--- config.mk ---
export PLATFORM = sky130hd
export DESIGN_NAME = fifo_burst_reader
export DESIGN_NICKNAME = d
export VERILOG_FILES = /design/src/rtl/fifo_burst_reader.sv
export SDC_FILE = /design/constraint.sdc
export NUM_CORES = 1
export LEC_CHECK = 0
export CAP_MARGIN = 40
export CORE_UTILIZATION = 45
export CTS_BUF_LIST = sky130_fd_sc_hd__clkbuf_8
export DETAILED_ROUTE_END_ITERATION = 12
export DONT_BUFFER_PORTS = 1
export PLACE_DENSITY_LB_ADDON = 0.2
export SYNTH_ARGS = -nofsm -noshare
export SYNTH_HDL_FRONTEND = slang
export SYNTH_SLANG_ARGS = --single-unit
--- constraint.sdc ---
create_clock -name clk -period 3.5 [get_ports clk]
set_clock_uncertainty 0.2 [all_clocks]
set_input_delay 0.525 -clock clk [delete_from_list [all_inputs] [get_ports clk]]
set_output_delay 0.525 -clock clk [all_outputs]
set_load 0.01 [all_outputs]
--- src/rtl/fifo_burst_reader.sv ---
// Read-side burst engine: issues FIFO reads for a fixed-length burst and
// replays the returned words on a valid/ready stream through a 2-entry buffer.
module fifo_burst_reader #(
    parameter int addresswidth = 5,
    parameter int datawidth    = 8
) (
    input  logic                  clk,
    input  logic                  rst,
    input  logic                  start,
    input  logic [addresswidth:0] burst_len,
    input  logic                  emp,
    input  logic                  wr,
    input  logic                  rd_en,
    input  logic [datawidth-1:0]  rd_data,
    output logic                  rd,
    output logic                  out_valid,
    output logic [datawidth-1:0]  out_data,
    output logic                  out_last,
    input  logic                  out_ready,
    output logic                  busy,
    output logic                  done,
    output logic [1:0]            state_dbg
);

    // Handshake: a word transfers on any rising edge where out_valid && out_ready;
    // out_valid never depends on out_ready, and a shown word stays until taken.

    localparam int CW = addresswidth + 1;

    typedef enum logic [1:0] {
        IDLE  = 2'd0,
        RUN   = 2'd1,
        DRAIN = 2'd2
    } state_t;

    state_t               state;
    logic [CW-1:0]        len;
    logic [CW-1:0]        issued;
    logic [CW-1:0]        delivered;
    logic [1:0]           occ;
    logic                 head;
    logic [datawidth-1:0] mem [2];

    logic pop;
    logic capture;
    logic tail;

    assign pop       = out_valid && out_ready;
    assign capture   = rd_en && (state != IDLE);
    assign tail      = head ^ occ[0];
    assign out_valid = (occ != 2'd0);
    assign out_data  = mem[head];
    assign out_last  = out_valid && (delivered == len - CW'(1));
    assign busy      = (state != IDLE);
    assign state_dbg = state;

    // A read is only issued if its returning word is guaranteed a buffer slot,
    // counting the word already in flight and any pop happening this cycle.
    always_comb begin
        rd = 1'b0;
        if (state == RUN && issued < len && !emp && !wr)
            rd = ({1'b0, occ} + {2'b00, capture}) < (3'd2 + {2'b00, pop});
    end

    always_ff @(posedge clk) begin
        if (rst) begin
            state     <= IDLE;
            len       <= '0;
            issued    <= '0;
            delivered <= '0;
            occ       <= 2'd0;
            head      <= 1'b0;
            mem[0]    <= '0;
            mem[1]    <= '0;
            done      <= 1'b0;
        end else begin
            done <= 1'b0;
            if (capture)
                mem[tail] <= rd_data;
            if (pop) begin
                head      <= ~head;
                delivered <= delivered + CW'(1);
            end
            occ <= occ + {1'b0, capture} - {1'b0, pop};
            if (rd)
                issued <= issued + CW'(1);

            case (state)
                IDLE: begin
                    if (start) begin
                        if (burst_len != '0) begin
                            len       <= burst_len;
                            issued    <= '0;
                            delivered <= '0;
                            state     <= RUN;
                        end else begin
                            done <= 1'b1;
                        end
                    end
                end
                RUN: begin
                    if (rd && (issued + CW'(1) == len))
                        state <= DRAIN;
                end
                DRAIN: begin
                    if (pop && out_last) begin
                        state <= IDLE;
                        done  <= 1'b1;
                    end
                end
                default: state <= IDLE;
            endcase
        end
    end

endmodule
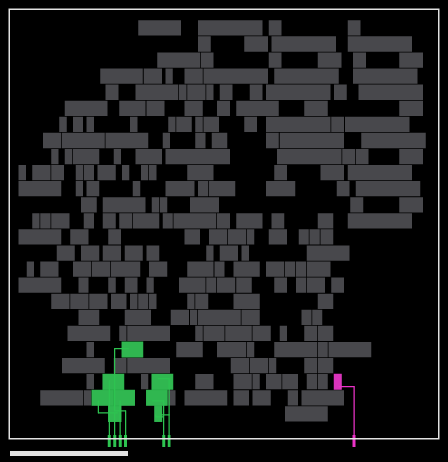
port_nets.png
The bar under the picture is 20 um long.
- burst_len: green (direction input; end cells 8; buffers 0; wire 65.8 um)
- rd: magenta (direction output; end cells 1; buffers 0; wire 10.9 um)

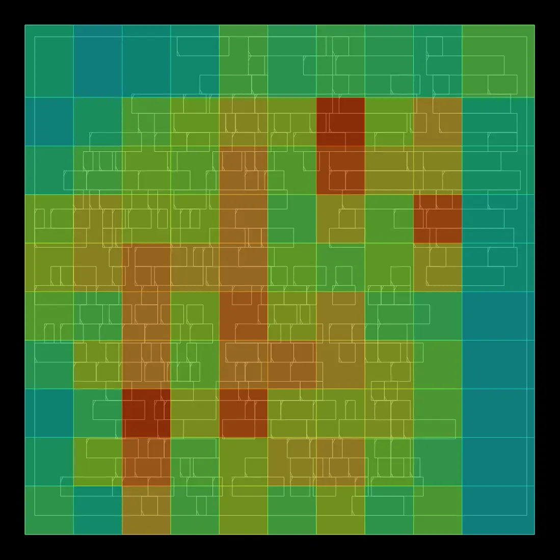
final_congestion.png
met3 track demand over resource in global routing: 5.14%
GRT busiest layer: met2
met2 track demand over resource: 27.7%
total routing resource utilization after global routing: 17.1%
met1 Use GR: 22.0%

==> out/results.ini <==
[critical_path]
reg2reg_slack_ns = 0.50
timing.reg2reg.worst_path_depth = 12
worstSetupEndpointType = primary output
timing.critical_path.fanout_max = 7
critical_path.startpoint = state_dbg[0]
start_kind = flip-flop
arrival_ns = 2.40
critPathRequiredTime_ns = 2.77
setup.worst_path.end = rd
crit-reg2reg-capture = issued[4]

[synthesis]
fa_ha_area_share_pct = 7.30
sequential_share_of_the_synthesized_area_pct = 44.0
netlist_area_um2 = 2230
count_of_flip_flops_with_a_built_in_enable_after_synthesis = 16
synth_area_leader_cell = sky130_fd_sc_hd__dfxtp_1
synth.top_cells.by_count = 25 x sky130_fd_sc_hd__dfxtp_1, 22 x sky130_fd_sc_hd__nor2_1, 16 x sky130_fd_sc_hd__and2_1, 16 x sky130_fd_sc_hd__edfxtp_1, 15 x sky130_fd_sc_hd__inv_1
synthTopLogicFamily = simple AND/OR/NAND/NOR gates
yosys.area_share.aoi_pct = 8.98
postSynthRegisterBits = 41
yosys.cell_types.count = 44
synth-xor-area-share_pct = 8.64
synthMuxAreaShare_pct = 7.18
top_cell_area_share_pct = 22.4
ys_dominant_reg_cell = sky130_fd_sc_hd__dfxtp_1
top_area_cell_types = sky130_fd_sc_hd__dfxtp_1 22%, sky130_fd_sc_hd__edfxtp_1 22%, sky130_fd_sc_hd__ha_1 7.3%
simple_gate_area_share_pct = 20.1
synth_async_sr_flop_share_pct = 0
yosysCellCount = 224
postSynthCellCount = 224
yosys_area_um2 = 2230
ys_warn_count = 0
syn-mean-instance-area_um2 = 9.95
netlist.top_cell.by_instances = sky130_fd_sc_hd__dfxtp_1
syn-num-nets = 258

[place]
pre_cts_ws_ns = 0.421
gpl.final_weighted_congestion = 0.839
dpl-instance-area_um2 = 2300
post-place-cells = 286
portBuffers = 0
hpwl_um = 3120

[layout]
non_clock_inverter_count = 15
largest_reg_flops = 16
insertedDiodeCount = 0
dominant_kind_of_cell = logic gates
logic_area_um2 = 1160
clock_area_share_pct = 4.71
layout-drive-gt1-share_pct = 12.6
seq_area_um2 = 981
fillers = 470
area_share_nonclk_buffers_pct = 1.84
layout.cells.non_filler = 298
finish.utilization_pct = 51.4
layout.cells.most_common_list = 25 x sky130_fd_sc_hd__dfxtp_1, 22 x sky130_fd_sc_hd__nor2_1, 16 x sky130_fd_sc_hd__and2_1, 16 x sky130_fd_sc_hd__edfxtp_1, 15 x sky130_fd_sc_hd__inv_1
area.share.sequential_pct = 40.1
multiInputCombCellCount = 161
nonClockBufferCount = 6
mostFrequentLayoutCell = sky130_fd_sc_hd__dfxtp_1
largest_register = mem
area_overhead_vs_synth_pct = 9.65
design.final.nets = 264
clkbuf_count = 5
ff_count = 41
design_area_um2 = 2440

[clock_network]
cts_buffers = 5
buffer_depth_of_the_longest_clock_path = 2
tritoncts_num_sinks = 41
clock_slew_at_reported_path_ffs_ns = 0.08
clk_root_buffer_cell = sky130_fd_sc_hd__clkbuf_8
h-tree-depth = 2
tritoncts = yes
clock_latency_ns = 0.29

[pwr]
total_switching_power_mw = 0.359
internal_power_mw = 0.870
sequentialPower_mw = 0.593
top_power_group = registers
p_comb_share_pct = 20.4
design_power_total_mw = 1.23
pwr_density_cell_nw_per_um2 = 503
power.share.sequential_pct = 48.2
cellLeakagePower_nw = 0.990
clock_power_share_pct = 31.4
power_clock_mw = 0.386
switching_share_pct = 29.2

[global_routing]
antenna_found_initial = 0
maximum_number_of_pins_on_one_net_before_global_route_repair = 20
first_global_vias = 1345
global_route_wire_length_before_repair_um = 6750
grt_overflow = 0

[die]
chipHeight_um = 72.4
die-width_um = 72.4
row_count = 25
die_area_um2 = 5240
core_region_area_um2 = 4750
initial_core_util_pct = 46.9
taps = 67
design.portCount = 36

[sta]
setup-violations-final = 0
final_critical_path_setup_slack_ns = 0.380
max_slew.worst_pin.slew_ns = 0.568
min_period_ns = 3.12
final_hold_viols = 0
final.hold.worst_slack_ns = 0.0966
headroom_to_the_max_slew_limit_pct = 61.8
final-max-slew-violation-count = 0
max_clock_freq_ghz = 0.320
grt_setup_unrepaired = false
fin_tns_setup_ns = 0
final.period_utilization_pct = 89.2

[hold_path]
hold_start = rst
hold-path-cell-count = 1
hold_path.class = input port to flip-flop
min_delay_worst_endpoint = occ[0]

[routing]
route.layer.met1.wl_um = 1890
drtIter0Drc = 98
drt_wl_total_um = 4240
topmost_layer_with_routed_signal_wires = met4
routed_vias_inst = 5.34
met2WireLength_um = 2070
routed_wire_length_per_instance_um = 14.2
number_of_design_rule_violations_left_after_detail_routing = 0
drt_pass1_iterations = 4
detailed_route_via_count = 1591
route.met3.wl_um = 234
antenna_left = 0

[status]
result_of_the_run = finished, final reports clean

[run]
cap_viol_max_count = 0
stage_log_warnings = 26

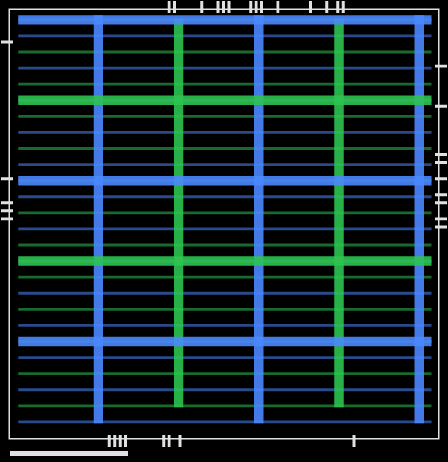
pdn.png
The bar under the picture is 20 um long. Pins as bars on the die edge.
- VSS: blue
- VDD: green
- met4 straps: 5
- signal pins: 36
- met1 rails: 26
- met5 straps: 5
- rows: 25

-- critical path, stage by stage (launching register included) --
cell	delay (ns)
sky130_fd_sc_hd__dfxtp_1	0.40
sky130_fd_sc_hd__nor2_1	0.18
sky130_fd_sc_hd__inv_1	0.11
sky130_fd_sc_hd__nand2_1	0.14
sky130_fd_sc_hd__inv_1	0.06
sky130_fd_sc_hd__ha_1	0.17
sky130_fd_sc_hd__ha_1	0.18
sky130_fd_sc_hd__nor4_1	0.19
sky130_fd_sc_hd__nand4_1	0.12
sky130_fd_sc_hd__nand4b_1	0.35
sky130_fd_sc_hd__inv_1	0.20
-- what timing repair did --
action / in CTS / in global routing
setup buffers: 0 / 4
setup endpoints to repair: 0 / 1
resized: 0 / 0
hold buffers: 0 / 0
